**config.mk**
```make
export PLATFORM = sky130hd
export DESIGN_NAME = mem_arb_flat
export DESIGN_NICKNAME = d
export VERILOG_FILES = /design/src/rtl/mem_arb_if.sv /design/src/rtl/mem_arb.sv /design/src/flat_wrapper.sv
export SDC_FILE = /design/constraint.sdc
export NUM_CORES = 1
export LEC_CHECK = 0
export CORE_AREA = 2 2 113 115
export CTS_BUF_LIST = sky130_fd_sc_hd__clkbuf_8
export CTS_CLUSTER_DIAMETER = 40
export DETAILED_ROUTE_END_ITERATION = 10
export DIE_AREA = 0 0 115 117
export GPL_ROUTABILITY_DRIVEN = 0
export GPL_TIMING_DRIVEN = 0
export PLACE_DENSITY = 0.54
export SETUP_SLACK_MARGIN = 0.5
export SLEW_MARGIN = 20
export SYNTH_ARGS = -nofsm -noshare
export SYNTH_HDL_FRONTEND = slang
export SYNTH_SLANG_ARGS = --single-unit
```
**constraint.sdc**
```tcl
create_clock -name clk -period 3.2 [get_ports clk]
set_input_delay 0.64 -clock clk [delete_from_list [all_inputs] [get_ports clk]]
set_output_delay 0.64 -clock clk [all_outputs]
set_load 0.01 [all_outputs]
```
**src/rtl/mem_arb_if.sv**
```systemverilog
// Bus bundle between mem_arb, its three requesters and the RAM port.
// The master modport is the arbiter's view, and the slave modport is the environment's view.
interface mem_arb_if;
  logic        cpu_en;
  logic        cpu_wr;
  logic        cpu_ben;
  logic [19:0] cpu_adr;
  logic [31:0] cpu_din;
  logic [31:0] cpu_dout;
  logic        cpu_wait;

  logic        vid_req;
  logic [19:0] vid_adr;
  logic        vid_ack;

  logic        dma_req;
  logic        dma_wr;
  logic [19:0] dma_adr;
  logic [31:0] dma_din;
  logic        dma_ack;

  logic [31:0] rd_data;

  logic        mem_en;
  logic        mem_wr;
  logic        mem_ben;
  logic [19:0] mem_adr;
  logic [31:0] mem_din;
  logic [31:0] mem_dout;
  logic        mem_wait;

  modport master (
    input  cpu_en, cpu_wr, cpu_ben, cpu_adr, cpu_din,
    input  vid_req, vid_adr,
    input  dma_req, dma_wr, dma_adr, dma_din,
    input  mem_dout, mem_wait,
    output cpu_dout, cpu_wait, vid_ack, dma_ack, rd_data,
    output mem_en, mem_wr, mem_ben, mem_adr, mem_din
  );

  modport slave (
    output cpu_en, cpu_wr, cpu_ben, cpu_adr, cpu_din,
    output vid_req, vid_adr,
    output dma_req, dma_wr, dma_adr, dma_din,
    output mem_dout, mem_wait,
    input  cpu_dout, cpu_wait, vid_ack, dma_ack, rd_data,
    input  mem_en, mem_wr, mem_ben, mem_adr, mem_din
  );
endinterface

```
**src/rtl/mem_arb.sv**
```systemverilog
// mem_arb: shares one RAM port between CPU, video fetcher and DMA, one transaction at a time.
// Define MEM_ARB_DMA_EN to enable the DMA requester; otherwise the DMA port is inert.
module mem_arb #(
  parameter int VID_BURST = 4
) (
  input logic       clk,
  input logic       rst_n,
  mem_arb_if.master bus
);

  typedef enum logic       {IDLE, BUSY} state_t;
  typedef enum logic [1:0] {G_NONE, G_CPU, G_VID, G_DMA} grant_t;

  localparam logic [3:0] BURST = 4'(VID_BURST);

  state_t     state, state_nx;
  grant_t     grant, grant_nx;
  logic [3:0] vid_cnt, vid_cnt_nx;
  logic       dma_pend;
  logic       other_pend;
  logic       cpu_wins;
  logic       busy;
  logic       done;

`ifdef MEM_ARB_DMA_EN
  typedef enum logic {RR_CPU, RR_DMA} rr_t;
  rr_t rr, rr_nx;

  assign dma_pend = bus.dma_req;
  assign cpu_wins = bus.cpu_en & (~dma_pend | (rr == RR_CPU));
`else
  logic unused_dma;

  assign unused_dma = ^{bus.dma_req, bus.dma_wr, bus.dma_adr, bus.dma_din};
  assign dma_pend   = 1'b0;
  assign cpu_wins   = bus.cpu_en;
`endif

  assign other_pend = bus.cpu_en | dma_pend;
  assign busy       = (state == BUSY);
  assign done       = busy & ~bus.mem_wait;

  // NOTE: state registers use <= so every flop samples pre-edge values, regardless of statement order.
  always_ff @(posedge clk) begin
    if (!rst_n) begin
      state   <= IDLE;
      grant   <= G_NONE;
      vid_cnt <= '0;
`ifdef MEM_ARB_DMA_EN
      rr      <= RR_CPU;
`endif
    end else begin
      state   <= state_nx;
      grant   <= grant_nx;
      vid_cnt <= vid_cnt_nx;
`ifdef MEM_ARB_DMA_EN
      rr      <= rr_nx;
`endif
    end
  end

  // NOTE: every output of this block is given a default first, so no path can infer a latch.
  always_comb begin
    state_nx   = state;
    grant_nx   = grant;
    vid_cnt_nx = vid_cnt;
`ifdef MEM_ARB_DMA_EN
    rr_nx      = rr;
`endif
    case (state)
      IDLE: begin
        if (bus.vid_req && !((vid_cnt == BURST) && other_pend)) begin
          grant_nx = G_VID;
          if (!other_pend)
            vid_cnt_nx = '0;
          else if (vid_cnt < BURST)
            vid_cnt_nx = vid_cnt + 4'd1;
        end else if (cpu_wins) begin
          grant_nx   = G_CPU;
          vid_cnt_nx = '0;
`ifdef MEM_ARB_DMA_EN
          rr_nx      = RR_DMA;
`endif
        end else if (dma_pend) begin
          grant_nx   = G_DMA;
          vid_cnt_nx = '0;
`ifdef MEM_ARB_DMA_EN
          rr_nx      = RR_CPU;
`endif
        end
        if (grant_nx != G_NONE)
          state_nx = BUSY;
      end
      BUSY: begin
        if (done) begin
          state_nx = IDLE;
          grant_nx = G_NONE;
        end
      end
      default: begin
        state_nx = IDLE;
        grant_nx = G_NONE;
      end
    endcase
  end

  // The memory port is a plain mux of the owner; grant is NONE whenever the FSM is idle.
  always_comb begin
    bus.mem_en  = busy;
    bus.mem_wr  = 1'b0;
    bus.mem_ben = 1'b0;
    bus.mem_adr = '0;
    bus.mem_din = '0;
    case (grant)
      G_CPU: begin
        bus.mem_wr  = bus.cpu_wr;
        bus.mem_ben = bus.cpu_ben;
        bus.mem_adr = bus.cpu_adr;
        bus.mem_din = bus.cpu_din;
      end
      G_VID: begin
        bus.mem_adr = bus.vid_adr;
      end
`ifdef MEM_ARB_DMA_EN
      G_DMA: begin
        bus.mem_wr  = bus.dma_wr;
        bus.mem_adr = bus.dma_adr;
        bus.mem_din = bus.dma_din;
      end
`endif
      default: ;
    endcase
  end

  assign bus.cpu_dout = bus.mem_dout;
  assign bus.rd_data  = bus.mem_dout;
  assign bus.vid_ack  = done & (grant == G_VID);
  assign bus.cpu_wait = bus.cpu_en & ~(done & (grant == G_CPU));

`ifdef MEM_ARB_DMA_EN
  assign bus.dma_ack = done & (grant == G_DMA);
`else
  assign bus.dma_ack = 1'b0;
`endif

endmodule
```
**src/flat_wrapper.sv**
```systemverilog
// flat-port wrapper written by rule: the top's interface ports become plain ports
module mem_arb_flat 
#(
  parameter int VID_BURST = 4
)
  (clk, rst_n, bus_cpu_en, bus_cpu_wr, bus_cpu_ben, bus_cpu_adr, bus_cpu_din, bus_vid_req, bus_vid_adr, bus_dma_req, bus_dma_wr, bus_dma_adr, bus_dma_din, bus_mem_dout, bus_mem_wait, bus_cpu_dout, bus_cpu_wait, bus_vid_ack, bus_dma_ack, bus_rd_data, bus_mem_en, bus_mem_wr, bus_mem_ben, bus_mem_adr, bus_mem_din);
  mem_arb_if bus_i ();
  input logic clk;
  input logic rst_n;
  input wire logic [$bits(bus_i.cpu_en)-1:0] bus_cpu_en;
  input wire logic [$bits(bus_i.cpu_wr)-1:0] bus_cpu_wr;
  input wire logic [$bits(bus_i.cpu_ben)-1:0] bus_cpu_ben;
  input wire logic [$bits(bus_i.cpu_adr)-1:0] bus_cpu_adr;
  input wire logic [$bits(bus_i.cpu_din)-1:0] bus_cpu_din;
  input wire logic [$bits(bus_i.vid_req)-1:0] bus_vid_req;
  input wire logic [$bits(bus_i.vid_adr)-1:0] bus_vid_adr;
  input wire logic [$bits(bus_i.dma_req)-1:0] bus_dma_req;
  input wire logic [$bits(bus_i.dma_wr)-1:0] bus_dma_wr;
  input wire logic [$bits(bus_i.dma_adr)-1:0] bus_dma_adr;
  input wire logic [$bits(bus_i.dma_din)-1:0] bus_dma_din;
  input wire logic [$bits(bus_i.mem_dout)-1:0] bus_mem_dout;
  input wire logic [$bits(bus_i.mem_wait)-1:0] bus_mem_wait;
  output wire logic [$bits(bus_i.cpu_dout)-1:0] bus_cpu_dout;
  output wire logic [$bits(bus_i.cpu_wait)-1:0] bus_cpu_wait;
  output wire logic [$bits(bus_i.vid_ack)-1:0] bus_vid_ack;
  output wire logic [$bits(bus_i.dma_ack)-1:0] bus_dma_ack;
  output wire logic [$bits(bus_i.rd_data)-1:0] bus_rd_data;
  output wire logic [$bits(bus_i.mem_en)-1:0] bus_mem_en;
  output wire logic [$bits(bus_i.mem_wr)-1:0] bus_mem_wr;
  output wire logic [$bits(bus_i.mem_ben)-1:0] bus_mem_ben;
  output wire logic [$bits(bus_i.mem_adr)-1:0] bus_mem_adr;
  output wire logic [$bits(bus_i.mem_din)-1:0] bus_mem_din;
  assign bus_i.cpu_en = bus_cpu_en;
  assign bus_i.cpu_wr = bus_cpu_wr;
  assign bus_i.cpu_ben = bus_cpu_ben;
  assign bus_i.cpu_adr = bus_cpu_adr;
  assign bus_i.cpu_din = bus_cpu_din;
  assign bus_i.vid_req = bus_vid_req;
  assign bus_i.vid_adr = bus_vid_adr;
  assign bus_i.dma_req = bus_dma_req;
  assign bus_i.dma_wr = bus_dma_wr;
  assign bus_i.dma_adr = bus_dma_adr;
  assign bus_i.dma_din = bus_dma_din;
  assign bus_i.mem_dout = bus_mem_dout;
  assign bus_i.mem_wait = bus_mem_wait;
  assign bus_cpu_dout = bus_i.cpu_dout;
  assign bus_cpu_wait = bus_i.cpu_wait;
  assign bus_vid_ack = bus_i.vid_ack;
  assign bus_dma_ack = bus_i.dma_ack;
  assign bus_rd_data = bus_i.rd_data;
  assign bus_mem_en = bus_i.mem_en;
  assign bus_mem_wr = bus_i.mem_wr;
  assign bus_mem_ben = bus_i.mem_ben;
  assign bus_mem_adr = bus_i.mem_adr;
  assign bus_mem_din = bus_i.mem_din;
  mem_arb #(.VID_BURST(VID_BURST)) u_core (.clk(clk), .rst_n(rst_n), .bus(bus_i));
endmodule
```
### Clock distribution, run 1

Bar = 20 um.
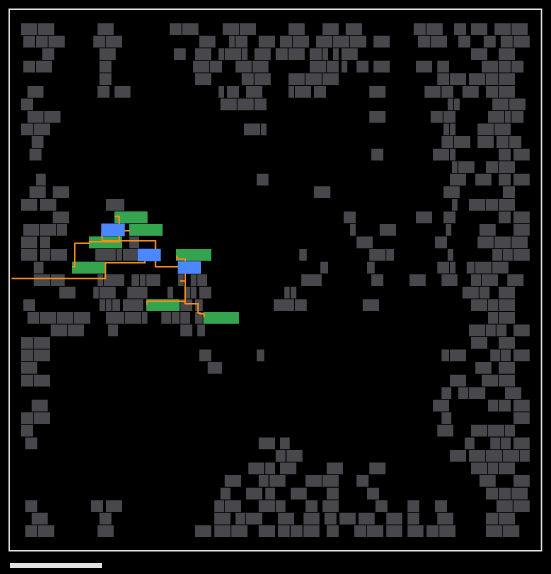
[clock drivers] blue | count: 3
[clock wires] orange | length: 114 um
[flip-flops] green | count: 7
routed clock nets: 4

### Gate-type map, run 1

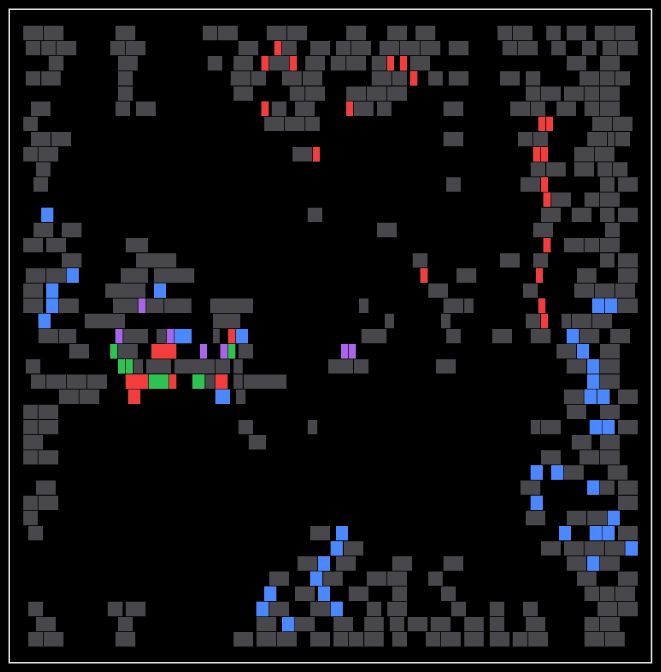
| family | color | cells | most used |
|---|---|---|---|
| inv cells | purple | 7 | inv_1 |
| and/or cells | blue | 38 | and2_1 |
| nand cells | green | 6 | nand2_1 |
| nor cells | red | 26 | nor2_1 |
Top cell excl fill/tap: sky130_fd_sc_hd__clkdlybuf4s50_1
count of placed standard cells in the final layout, fillers left out: 550
combinational share of cell area: 19.0%

### Track usage over the die, run 1

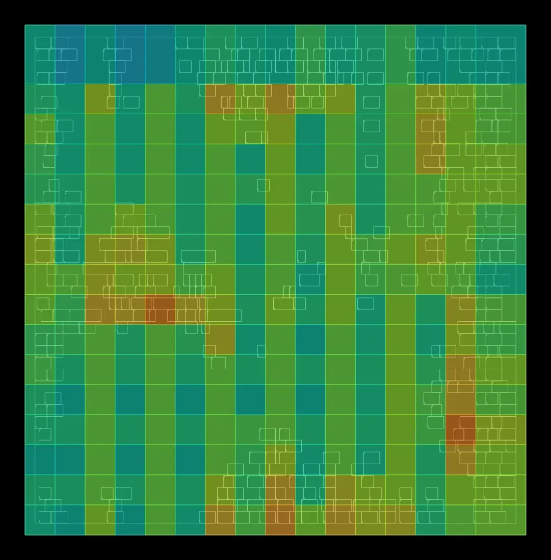
met1 track utilization from global routing: 9.51%
DR WL/cell: 12.1 um
met3 Track Usage GR: 2.63%
final core area utilization: 29.5%
layer with the highest usage after global routing: met2

## run 1: power by group through the flow
stage	clock network, mW	registers [mW]	logic (mW)
global placement	0	0.0986	0.419
floorplan	0	0.0976	0.168
CTS	0.122	0.0973	0.425
finish	0.118	0.0976	0.421
detailed placement	0	0.0987	0.423
global route	0.131	0.0987	0.454
## run 1: layer usage
layer  vias up  share of wire [%]
li1        982                  -
met1       857                 36
met2       138                 53
met3         0                 11
met4         0                  0
met5         -                  0
## run 1: per-stage QoR
step	hold WS (ns)	util [%]	power [mW]
finish	0.482	29.5	0.637
global route	0.526	29.5	0.684
CTS	0.489	29.4	0.645
detailed placement	0.484	29.0	0.521
global placement	0.478	29.0	0.517
floorplan	0.455	-	0.265
## run 1: cells in the mapped netlist
library cell / number / area (um^2)
sky130_fd_sc_hd__a211oi_1: 2 / 15.0
sky130_fd_sc_hd__a21boi_0: 1 / 7.51
sky130_fd_sc_hd__a21oi_1: 4 / 20.0
sky130_fd_sc_hd__a22o_1: 1 / 8.76
sky130_fd_sc_hd__a22oi_1: 20 / 150
sky130_fd_sc_hd__and2_1: 36 / 225
sky130_fd_sc_hd__and2b_1: 1 / 7.51
sky130_fd_sc_hd__and3b_1: 1 / 8.76
sky130_fd_sc_hd__buf_2: 3 / 15.0
sky130_fd_sc_hd__buf_4: 65 / 488
sky130_fd_sc_hd__clkbuf_1: 7 / 26.3
sky130_fd_sc_hd__conb_1: 1 / 3.75
sky130_fd_sc_hd__dfxtp_1: 7 / 140
sky130_fd_sc_hd__ha_1: 4 / 50.1
sky130_fd_sc_hd__inv_1: 7 / 26.3
sky130_fd_sc_hd__mux2_2: 1 / 11.3
sky130_fd_sc_hd__mux2i_1: 1 / 10.0
sky130_fd_sc_hd__nand2_1: 4 / 15.0
sky130_fd_sc_hd__nand2b_1: 1 / 6.26
sky130_fd_sc_hd__nand3_2: 1 / 10.0
sky130_fd_sc_hd__nor2_1: 22 / 82.6
sky130_fd_sc_hd__nor2_2: 1 / 6.26
sky130_fd_sc_hd__nor2_4: 1 / 11.3
sky130_fd_sc_hd__nor4_1: 1 / 6.26
sky130_fd_sc_hd__nor4_2: 1 / 12.5
sky130_fd_sc_hd__o21ai_0: 1 / 5.00
sky130_fd_sc_hd__o21ai_1: 1 / 5.00
sky130_fd_sc_hd__o22ai_2: 1 / 12.5
## run 1: repair_timing
action	in CTS	in global routing
endpoints found under the setup margin	30	38
resized	9	8
pin swaps	0	0
cloned	0	0
## run 1: registers in the layout, indices dropped and copies added, names as in the netlist
register and flops:
u_core.vid_cnt 4, u_core.bus.mem_en 1, u_core.grant 2
## run 1: cell families (layout without fill, tap and decap cells)
| group | Yosys count | after routing | share of synthesized area, % |
|---|---|---|---|
| buffers and inverters | 82 | 285 | 40.1 |
| and+or+nand+nor | 70 | 70 | 28.3 |
| AOI/OAI and AO/OA | 31 | 31 | 16.2 |
| DFF | 7 | 7 | 10.1 |
| adders and majority gates | 4 | 4 | 3.61 |
| muxes | 2 | 2 | 1.53 |
| other | 1 | 1 | 0.270 |
## run 1: worst min-delay path: cells and delay by family, from the launching register on
kind	cells	cell delay (ns)
and+or+nand+nor	1	0.06
muxes	1	0.06
DFF	1	0.31
==> Changelog: implementation, run 1 <==
### Implementation results

- PortBufs: 199
- Clock latency on the worst-skew pair: 0.22 ns
- Finished Cell Area: 0.00363 mm^2
- Clock tree from TritonCTS: yes
- Fill count: 1,325
- Non-Clock Buffer Area Fraction: 69.9%
- DRT iter0 DRCs: 42
- Number of nets with antenna violations after detailed routing: 0
- Number of warnings reported in the yosys synthesis log: 0
- Power density cells: 176 mW/mm^2
- Share of the core filled by cells before placement: 11.3%
- Minimum setup slack in the final design: 0.645 ns
- Endpoint required time on the critical path: 2.56 ns
- Buffering stage count on the worst path with inverters included: 4
- Clock H-tree levels: 1
- Clock Skew: 0.00447 ns
- List of cells traversed by the critical path: inv_1, ha_1, clkbuf_4, buf_4, a22oi_1, nor2_1, clkdlybuf4s50_1
- Area growth syn-to-layout: 162%
- Critical Path Sink Type: primary output
- Global route total overflow: 0
- Hold Crit Class: register to register
- Via count normalized by instance count: 3.59
- DRC Markers: 0
- Count of inserted tapcells: 150
- Cycle use final: 79.8%
- Launching element type of the critical path: register
- Area after detailed placement: 0.00357 mm^2
- Part of the power in the clock network: 18.6%
- Tally of max-capacitance violations: 0
- Critical register-to-register path endpoint: u_core.vid_cnt[0]$_SDFFE_PN0P_
- Gate power share: 66.1%
- CP Max Fanout: 10
- Unique cell type count in the Yosys netlist: 28
- Number of buffers added to fix hold violations after cts: 0
- Post-Synthesis Mean Instance Area: 7.04 um^2
- Gate count after technology mapping: 197
- Critical path startpoint: u_core.grant[1]$_SDFFE_PN0P_
- Post-synthesis net count: 366
- Final critical-path required period: 2.55 ns
- # Cells Yosys: 197
- Post-placement cell count: 546
- Antenna violations before repair: 0
- Clock sinks: 7
- Max IR drop VDD: 130 uV
- Top delay family on crit path: buffers and inverters
- Count of non-CTS buffers in the layout: 274
- Final number of hold-violating endpoints: 0
- Flops: 7
- Clock-pin transition on the worst setup and hold timing paths: 0.04 ns
- Post-synth area from yosys stat: 0.00139 mm^2
- Synth Seq Share: 10.1%
- Leakage power total: 1.48 nW
- Met2 usage: 16.8%
- Outcome: finished, final reports clean
- Drt pass-1 iters: 4
- HPWL after DPL: 5990 um
- Total standard cell area after synthesis: 0.00139 mm^2
- Number of clock buffers in the layout: 3
- Number of setup violations in the final report: 0
- Vias after detailed routing: 1,977
- Via count of the first global-routing pass: 1,903
- Die area: 0.0135 mm^2
- Tool warnings: 82
- Post-Route WL: 6630 um
- Pin count of the biggest net entering global routing: 11
- FF+latch area: 143 um^2
- #FFs+latches synth: 7
- Multi-input combinational cell area: 691 um^2
- Worst Hold Launch: u_core.vid_cnt[1]$_SDFFE_PN0P_
- Seq area share: 3.93%
- Max-area cell class: non-clock buffers
- Beginning of the worst register-to-register path: u_core.vid_cnt[0]$_SDFFE_PN0P_
- Non-clock inverter count: 7
- Internal power: 0.455 mW
- Flop pwr share: 15.3%
- Number of buffers between clock root and the deepest sink: 2
- IO Pins: 287
- Clock Network Area Fraction: 1.24%
- Worst slack at placement: 0.414 ns
- Root buf cell: sky130_fd_sc_hd__clkbuf_8
- Switching share of power: 28.5%
- Antenna Cells: 0
- Worst Hold Path EP: u_core.vid_cnt[1]$_SDFFE_PN0P_
- Largest stage delay, worst path: 0.48 ns
- Worst Hold Path Cells: 2
- CP arrival: 1.91 ns
- FP Rows: 41
- Die width: 115 um
- Switching power total: 0.181 mW
- Buffers inserted during post-CTS setup optimization: 0
==> inputs of run 2 (changes only) <==
--- a/config.mk
+++ b/config.mk
@@ -5,14 +5,14 @@
 export SDC_FILE = /design/constraint.sdc
 export NUM_CORES = 1
 export LEC_CHECK = 0
-export CORE_AREA = 2 2 113 115
+export CORE_AREA = 2 2 112 114
 export CTS_BUF_LIST = sky130_fd_sc_hd__clkbuf_8
 export CTS_CLUSTER_DIAMETER = 40
 export DETAILED_ROUTE_END_ITERATION = 10
-export DIE_AREA = 0 0 115 117
+export DIE_AREA = 0 0 114 116
 export GPL_ROUTABILITY_DRIVEN = 0
 export GPL_TIMING_DRIVEN = 0
-export PLACE_DENSITY = 0.54
+export PLACE_DENSITY = 0.55
 export SETUP_SLACK_MARGIN = 0.5
 export SLEW_MARGIN = 20
 export SYNTH_ARGS = -nofsm -noshare
==> constraint.sdc (replaced) <==
create_clock -name clk -period 2.4 [get_ports clk]
set_input_delay 0.48 -clock clk [delete_from_list [all_inputs] [get_ports clk]]
set_output_delay 0.48 -clock clk [all_outputs]
set_load 0.01 [all_outputs]
### Track usage over the die, run 2

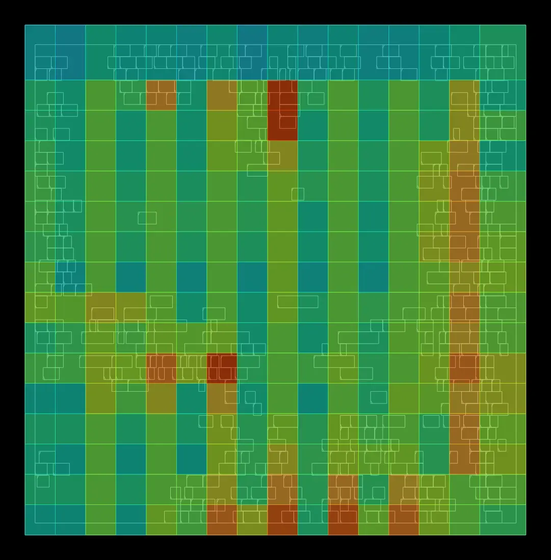
GRT Resource Usage Total: 8.72%
met2 usage: 17.5%
final core area utilization: 30.4%
DR WL/cell: 12.4 um

### Where the registers sit, run 2

Bar = 20 um. Other sequential cells in the stronger gray, the rest of the logic in the fainter gray.
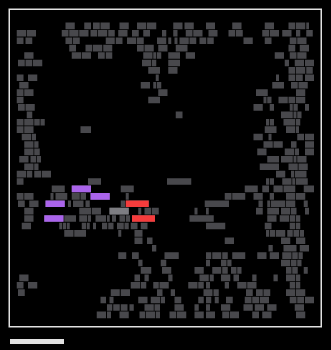
| netlist name | color | placed flops |
|---|---|---|
| u_core.vid_cnt | purple | 4 |
| u_core.grant | red | 2 |

==> run 2 against run 1 <==
  * Global-route usage up 0.13 points
  * Setup slack worse by 0.16 ns
  * Sequential cell count unchanged
  * Synthesized cell count unchanged
  * Count of clock-buffer cells in the layout unchanged
  * Final area down 0.24%
  * Critical path depth unchanged
  * Sequential power up 33%
  * Critical endpoint is now bus_mem_adr[5]
  * Largest cell class unchanged
==> Changelog: implementation, run 2 <==
### Implementation results

- Outcome: finished, final reports clean
- Number of warnings reported in the yosys synthesis log: 0 (unchanged)
- Die area: 0.0132 mm^2 (-1.7%)
- DRC Markers: 0 (unchanged)
- Top cell excl fill/tap: sky130_fd_sc_hd__clkdlybuf4s50_1
- Flip-flop count of the largest register after layout: 4 (unchanged)
- Die width: 114 um (-0.87%)
- Dominant cell type by area after synthesis: sky130_fd_sc_hd__buf_4
- Cycle use final: 79.6%
- Count of placed standard cells in the final layout, fillers left out: 553 (+0.55%)
- Clock H-tree levels: 1 (unchanged)
- Leakage power total: 1.65 nW (+12%)
- PortBufs: 199 (unchanged)
- Launching element type of the critical path: register
- CP arrival: 1.43 ns (-0.48 ns)
- Vias after detailed routing: 1,986 (+0.46%)
- Number of buffers added to fix hold violations after cts: 0 (unchanged)
- Clock sinks: 7 (unchanged)
- Unique cell type count in the Yosys netlist: 28 (unchanged)
- Antenna violations before repair: 0 (unchanged)
- Number of enable-type register cells in the synthesized netlist: 0 (unchanged)
- CP Max Fanout: 10 (unchanged)
- Critical path startpoint: u_core.grant[1]$_SDFFE_PN0P_
- IO Pins: 287 (unchanged)
- Synth Seq Share: 10.1% (unchanged)
- Area growth syn-to-layout: 161%
- Tally of max-capacitance violations: 0 (unchanged)
- Min Hold Slack: 0.497 ns (+0.0156 ns)
- Global route total overflow: 0 (unchanged)
- Drt pass-1 iters: 2 (-2)
- Unrepaired setup endpoints after global routing: yes
- Synth top cell by count: sky130_fd_sc_hd__buf_4
- Finished Cell Area: 0.00362 mm^2 (-0.24%)
- Beginning of the worst register-to-register path: u_core.vid_cnt[0]$_SDFFE_PN0P_
- Total standard cell area after synthesis: 0.00139 mm^2 (unchanged)
- Critical register-to-register path endpoint: u_core.vid_cnt[0]$_SDFFE_PN0P_
- Hold Crit Class: register to register
- Top register by number of flip-flops: u_core.vid_cnt
- Share of flip-flops with an asynchronous set or reset: 0% (unchanged)
- FP Rows: 40 (-2.4%)
- DRT iter0 DRCs: 42 (unchanged)
- Post-placement cell count: 543 (-0.55%)
- Critical Path Sink Type: primary output
- Number of nets with antenna violations after detailed routing: 0 (unchanged)
- Endpoint required time on the critical path: 1.92 ns (-0.64 ns)
- Power density cells: 243 mW/mm^2 (+39%)
- Share of the core filled by cells before placement: 11.6% (+0.38 points)
- Clock-pin transition on the worst setup and hold timing paths: 0.04 ns (about the same)
- Via count of the first global-routing pass: 1,764 (-7.3%)
- Max IR drop VDD: 211 uV (+62%)
- Tool warnings: 84 (+2.4%)
- # Cells Yosys: 197 (unchanged)
- Post-Route WL: 6870 um (+3.6%)
- HPWL after DPL: 5760 um (-3.9%)
- Clock tree from TritonCTS: yes
- Fill count: 1,267 (-4.4%)
- Final number of hold-violating endpoints: 0 (unchanged)
- Via count normalized by instance count: 3.59 (about the same)
- Max-area cell share: 35.2% (unchanged)
- Root buf cell: sky130_fd_sc_hd__clkbuf_8
- Post-Synthesis Mean Instance Area: 7.04 um^2 (unchanged)
- Post-synthesis net count: 366 (unchanged)
- #FFs+latches synth: 7 (unchanged)
- Antenna Cells: 0 (unchanged)
- Post-synth area from yosys stat: 0.00139 mm^2 (unchanged)
- Gate count after technology mapping: 197 (unchanged)
- Ranking of synthesized cells by area: sky130_fd_sc_hd__buf_4 (35%), sky130_fd_sc_hd__and2_1 (16%), sky130_fd_sc_hd__a22oi_1 (11%), sky130_fd_sc_hd__dfxtp_1 (10%), sky130_fd_sc_hd__nor2_1 (6.0%)
- Share of layout cells above drive strength 1: 41.9%
- Area after detailed placement: 0.00356 mm^2 (-0.11%)
- Number of buffers between clock root and the deepest sink: 2 (unchanged)
- Pin count of the biggest net entering global routing: 11 (unchanged)
- Clock Skew: 0.00424 ns (-0.000230 ns)
- Most used flip-flop cell: sky130_fd_sc_hd__dfxtp_1
### Cells colored by class, run 2

Bar = 20 um.
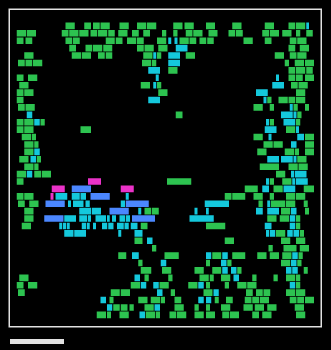
| class | color | cells |
|---|---|---|
| sequential cells | blue | 7 |
| clock drivers and dummy loads | magenta | 4 |
| remaining buffers and delay cells | green | 280 |
| combinational and other logic | cyan | 115 |

==> run 2: cell counts after synthesis <==
Identical to the previous run, type by type.
==> run 2: how the worst min path moves through the flow <==
stage                              startpoint  depth (start not counted)  slack [ns]                              to
2_1_floorplan  u_core.vid_cnt[1]$_SDFFE_PN0P_                          2        0.45  u_core.vid_cnt[1]$_SDFFE_PN0P_
3_3_place_gp   u_core.vid_cnt[1]$_SDFFE_PN0P_                          2        0.47  u_core.vid_cnt[1]$_SDFFE_PN0P_
3_5_place_dp   u_core.vid_cnt[1]$_SDFFE_PN0P_                          2        0.49  u_core.vid_cnt[1]$_SDFFE_PN0P_
4_1_cts        u_core.vid_cnt[1]$_SDFFE_PN0P_                          2        0.50  u_core.vid_cnt[1]$_SDFFE_PN0P_
5_1_grt        u_core.vid_cnt[3]$_SDFFE_PN0P_                          1        0.54  u_core.vid_cnt[3]$_SDFFE_PN0P_
6_report       u_core.vid_cnt[1]$_SDFFE_PN0P_                          2        0.50  u_core.vid_cnt[1]$_SDFFE_PN0P_
==> run 2: cells by family after synthesis <==
kind of cell             synth area share, %
buffers and inverters                   40.1
AND/OR/NAND/NOR                         28.3
AND-OR/OR-AND                           16.2
flip-flops                              10.1
adder cells (fa/ha/maj)                 3.61
multiplexers                            1.53
other                                  0.270
==> run 2: per-stage QoR <==
stage	setup WS, ns	total power, mW	utilization, %
final	0.490	0.880	30.4
after global routing	0.424	0.938	30.4
after CTS	0.431	0.882	31.1
after detailed placement	-0.114	0.694	29.9
after global placement	-0.0777	0.689	29.9
after floorplan	0.747	0.354	-
==> run 2: power breakdown <==
part / internal, mW / switching (mW)
Combinational: 0.385 / 0.207
Sequential: 0.122 / 0.00797
Clock: 0.110 / 0.0477
Total: 0.617 / 0.263
==> run 2: final cells by class <==
class,count,area (um^2),share of cell area [%]
repair buffers,205,1770,48.9
multi-input cells,108,802,22.2
plain buffers,75,646,17.8
well taps,147,184,5.08
flip-flops and latches,7,148,4.08
clock buffers,3,41.3,1.14
inverters,7,26.3,0.726
clock inverters,1,3.75,0.104
==> run 2: repair_timing <==
item                                    4_1_cts  5_1_grt
pin swaps                                     1       14
setup buffers                                 2        1
endpoints found under the setup margin       56       52
cloned                                        2        1
resized                                     241       45
==> run 2: routing by layer <==
metal  global-route usage, %  share of wire (%)  vias up
met5                       0                  0        -
met4                   0.163                  0        0
met3                    3.03                 11        0
met2                    17.5                 54      125
met1                    9.25                 36      865
li1                        -                  -      996
==> run 2: critical path: stages, from the launching register on <==
cell and delay, ns:
sky130_fd_sc_hd__dfxtp_4 0.36, sky130_fd_sc_hd__inv_2 0.04, sky130_fd_sc_hd__ha_4 0.16, sky130_fd_sc_hd__buf_12 0.14
sky130_fd_sc_hd__buf_12 0.14, sky130_fd_sc_hd__a22oi_2 0.13, sky130_fd_sc_hd__nor2_1 0.08, sky130_fd_sc_hd__buf_2 0.14
Power is estimated from default activity; no workload was simulated.
